`src/rtl/pool_ctrl.sv`:
```
`default_nettype none
// +--------------------------------------------------------------------------+
// | Module   : pool_ctrl                                                     |
// | Desc     : Streams a 2N x 2N tile to a max-pool unit, stores N x N       |
// |            results. Optional macro POOL_CTRL_HISTORY_EN adds hist ports. |
// | Revision : 1.0 - initial release                                         |
// +--------------------------------------------------------------------------+
module pool_ctrl #(
  parameter int N = 3
) (
  input  logic        clk,
  input  logic        rst,
  input  logic        start_i,
  input  logic        abort_i,
  input  logic [7:0]  src_base_i,
  input  logic [7:0]  dst_base_i,
  output logic        rd_en_o,
  output logic [7:0]  rd_addr_o,
  input  logic [15:0] rd_data_i,
  output logic        pool_load_o,
  output logic [15:0] pool_in_o,
  input  logic        pool_vld_i,
  input  logic [15:0] pool_res_i,
  input  logic [2:0]  pool_his_i,
  output logic        wr_en_o,
  output logic [7:0]  wr_addr_o,
  output logic [15:0] wr_data_o,
  output logic        busy_o,
  output logic        done_o
`ifdef POOL_CTRL_HISTORY_EN
  ,
  output logic        hist_wr_en_o,
  output logic [2:0]  hist_wr_data_o
`endif
);

  localparam int NUM_RD = 4 * N * N;
  localparam int NUM_WR = N * N;

  typedef enum logic [2:0] {
    IDLE  = 3'd0,
    FETCH = 3'd1,
    WAIT  = 3'd2,
    STORE = 3'd3,
    DONE  = 3'd4
  } state_e;

  state_e      state_q;
  logic [7:0]  src_q;
  logic [7:0]  dst_q;
  logic [8:0]  k_q;
  logic [6:0]  m_q;
  logic        rd_en_q;
  logic [7:0]  rd_addr_q;
  logic        pool_load_q;
  logic        busy_q;
  logic        done_q;
  logic        wr_fire;

  // Results are written in the same cycle the pooling unit flags them valid.
  assign wr_fire = pool_vld_i && ((state_q == WAIT) || (state_q == STORE));

  always_ff @(posedge clk) begin
    if (rst) begin
      state_q     <= IDLE;
      src_q       <= 8'd0;
      dst_q       <= 8'd0;
      k_q         <= 9'd0;
      m_q         <= 7'd0;
      rd_en_q     <= 1'b0;
      rd_addr_q   <= 8'd0;
      pool_load_q <= 1'b0;
      busy_q      <= 1'b0;
      done_q      <= 1'b0;
    end else begin
      pool_load_q <= rd_en_q;
      done_q      <= 1'b0;
      if ((state_q != IDLE) && abort_i) begin
        state_q     <= IDLE;
        rd_en_q     <= 1'b0;
        pool_load_q <= 1'b0;
        busy_q      <= 1'b0;
      end else begin
        case (state_q)
          IDLE: begin
            if (start_i && !abort_i) begin
              src_q     <= src_base_i;
              dst_q     <= dst_base_i;
              k_q       <= 9'd0;
              m_q       <= 7'd0;
              rd_en_q   <= 1'b1;
              rd_addr_q <= src_base_i;
              busy_q    <= 1'b1;
              state_q   <= FETCH;
            end
          end
          FETCH: begin
            if (k_q == 9'(NUM_RD - 1)) begin
              rd_en_q <= 1'b0;
              state_q <= WAIT;
            end else begin
              k_q       <= k_q + 9'd1;
              rd_addr_q <= src_q + k_q[7:0] + 8'd1;
            end
          end
          WAIT, STORE: begin
            if (wr_fire) begin
              if (m_q == 7'(NUM_WR - 1)) begin
                done_q  <= 1'b1;
                state_q <= DONE;
              end else begin
                m_q     <= m_q + 7'd1;
                state_q <= STORE;
              end
            end
          end
          DONE: begin
            busy_q  <= 1'b0;
            state_q <= IDLE;
          end
          default: begin
            rd_en_q <= 1'b0;
            busy_q  <= 1'b0;
            state_q <= IDLE;
          end
        endcase
      end
    end
  end

  assign rd_en_o     = rd_en_q;
  assign rd_addr_o   = rd_addr_q;
  assign pool_load_o = pool_load_q;
  assign pool_in_o   = pool_load_q ? rd_data_i : 16'd0;
  assign wr_en_o     = wr_fire;
  assign wr_addr_o   = wr_fire ? (dst_q + {1'b0, m_q}) : 8'd0;
  assign wr_data_o   = wr_fire ? pool_res_i : 16'd0;
  assign busy_o      = busy_q;
  assign done_o      = done_q;

`ifdef POOL_CTRL_HISTORY_EN
  assign hist_wr_en_o   = wr_fire;
  assign hist_wr_data_o = wr_fire ? pool_his_i : 3'd0;
`else
  logic unused_his;
  assign unused_his = ^pool_his_i;
`endif

endmodule
`default_nettype wire

```
`config.mk`:
```
export PLATFORM = sky130hd
export DESIGN_NAME = pool_ctrl
export DESIGN_NICKNAME = d
export VERILOG_FILES = /design/src/rtl/pool_ctrl.sv
export SDC_FILE = /design/constraint.sdc
export NUM_CORES = 1
export LEC_CHECK = 0
export ABC_AREA = 1
export CORE_ASPECT_RATIO = 0.8
export CORE_MARGIN = 5
export CORE_UTILIZATION = 49
export CTS_CLUSTER_SIZE = 10
export DETAILED_ROUTE_END_ITERATION = 7
export GPL_ROUTABILITY_DRIVEN = 0
export PLACE_DENSITY = 0.86
export SETUP_SLACK_MARGIN = 0.15
export SKIP_LAST_GASP = 1
export SLEW_MARGIN = 0
export SYNTH_ARGS = -nofsm -noshare
export SYNTH_HDL_FRONTEND = slang
export SYNTH_SLANG_ARGS = --single-unit
```
`constraint.sdc`:
```
create_clock -name clk -period 5.55 [get_ports clk]
set_clock_uncertainty 0.15 [all_clocks]
set_input_delay 0.8325 -clock clk [delete_from_list [all_inputs] [get_ports clk]]
set_output_delay 0.8325 -clock clk [all_outputs]
set_load 0.1 [all_outputs]
```
==> run notes <==
The run finished with clean final reports. Based on the critical path, the design can be clocked at up to 236 MHz. The flop share of the area was 0.222. According to the finish report, the design has a final net count of 668.

The fraction of registers with async set or reset after synthesis was 0; the slew of the pin with the lowest slew margin was 1000 ps. Share of the core filled by cells before placement: 0.513. The run gives 3233 for the number of global-route vias before repair.

With the total die size at 7980 um2, the initial antenna violation count is 0. During placement, the flow inserted port buffers numbering 105. The number of instances in the synthesized netlist was 496; the total DRC errors in the routed layout was 0. The number of synthesized flops with an enable pin came out at 0.

TritonCTS built the clock tree. With the worst slew margin relative to its limit at 0.331, the fill cell instance count of the final layout is 527. The floorplan report gives the top-level pin count as 109. The count of pins over their slew limit was 0.

The highest ir drop seen on vdd came out at 173 uV. The count of hold buffers inserted by post-cts repair was 0; the number of nets in the synthesized netlist was 571. Setup repair after global routing left no endpoint under its margin.

The first global-routing pass estimated 14100 um of wire. Post-CTS repair ended up resizing 0 cells. The post-route clock period utilization was 0.765; the number of DRC markers after the initial detailed-route iteration was 208. The cell count listed in synth_stat.txt is 496.

Most common library cell in the layout ignoring fill and taps: sky130_fd_sc_hd__nand2_1. The run gives 23 for the highest net fanout along the worst path. The area recorded from the Yosys report for this design is 3080 um2. By count the netlist is led by sky130_fd_sc_hd__nand2_1 (112), sky130_fd_sc_hd__nor2_1 (89), sky130_fd_sc_hd__inv_1 (82).

The H-tree was split into 2 levels. The number of logged tool warnings was 30; the horizontal die dimension was 98.6 um. The worst setup path is captured at an output port.

Per the TritonCTS log, the buffer count is 5. The biggest area consumer among cell classes is multi-input combinational cells. The floorplan step set the die height to 80.9 um.

The OpenROAD report gives the critical path a required time of 4570 ps. The final design was reported to hold multi-input combinational gates totalling 348. The top cell types in the final layout, fill and taps aside, are sky130_fd_sc_hd__nand2_1 (112), sky130_fd_sc_hd__clkdlybuf4s50_1 (100), sky130_fd_sc_hd__nor2_1 (89).
[registers in the layout, summed over array words and instances (netlist names)]
signal / count
busy_o: 1
done_o: 1
dst_q: 8
k_q: 9
m_q: 7
pool_load_o: 1
rd_addr_o: 8
rd_en_o: 1
src_q: 8
state_q: 3
[path summary, 6_finish.rpt]
path	to	depth (start not counted)	startpoint	slack, ps
hold / removal	rd_addr_o[7]	2	rd_addr_o[7]	320
setup reg to reg	k_q[6]	7	state_q[2]	3330
hold reg to reg	rd_addr_o[7]	2	rd_addr_o[7]	320
setup / recovery	wr_en_o	4	pool_vld_i	1310
[logic make-up after synthesis]
family	Yosys count	share of synthesized area
buffers and inverters	101	0.133
adder cells (fa/ha/maj)	19	0.0821
AND-OR/OR-AND	76	0.128
XOR/XNOR	10	0.0285
flip-flops	47	0.306
AND/OR/NAND/NOR	243	0.324
[worst max-delay path, cell delays in order]
cell and delay, ps:
sky130_fd_sc_hd__clkdlybuf4s50_1 480, sky130_fd_sc_hd__nand2_1 440, sky130_fd_sc_hd__inv_1 330, sky130_fd_sc_hd__clkdlybuf4s50_1 1180
[routing by layer]
layer	up-vias	share of wire	track usage
met5	-	0	0
met4	0	0.013	0.0750
met3	16	0.083	0.0652
met1	1522	0.42	0.245
met2	137	0.48	0.378
li1	1724	-	-
[per-stage QoR]
step	total power, mW	util	worst slack [ps]	instances	cell area (um2)
after floorplan	0.905	-	1280	496	3080
after global placement	1.04	0.688	1350	667	4130
after detailed placement	1.06	0.688	1290	667	4130
after CTS	1.30	0.705	1300	674	4240
after global routing	1.37	0.705	1140	674	4240
final	1.30	0.705	1310	674	4240
[where the power goes]
part	internal, mW	switching, mW	leakage (nW)
Sequential	0.385	0.0347	0.384
Clock	0.132	0.115	0.0513
Combinational	0.173	0.463	1.53
Total	0.689	0.613	1.97
port_nets.png
(4 px per um)
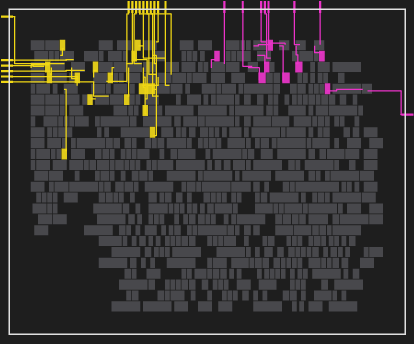
`pool_in_o` -> yellow  # direction output, end cells 16, buffers 16, wire 389 um
`wr_addr_o` -> magenta  # direction output, end cells 8, buffers 8, wire 141 um

final_placement.png
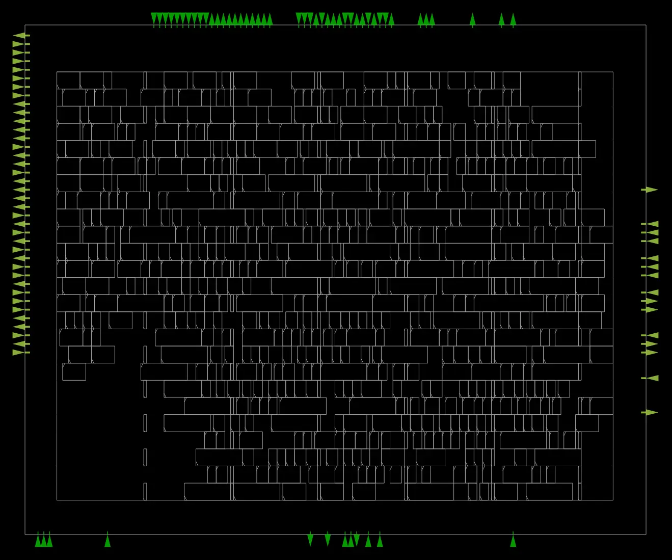
Final Core Density: 0.705
n_taps: 81
number of flip-flops and latches: 47

No activity file was given, so power comes from the tool's default toggle rates.
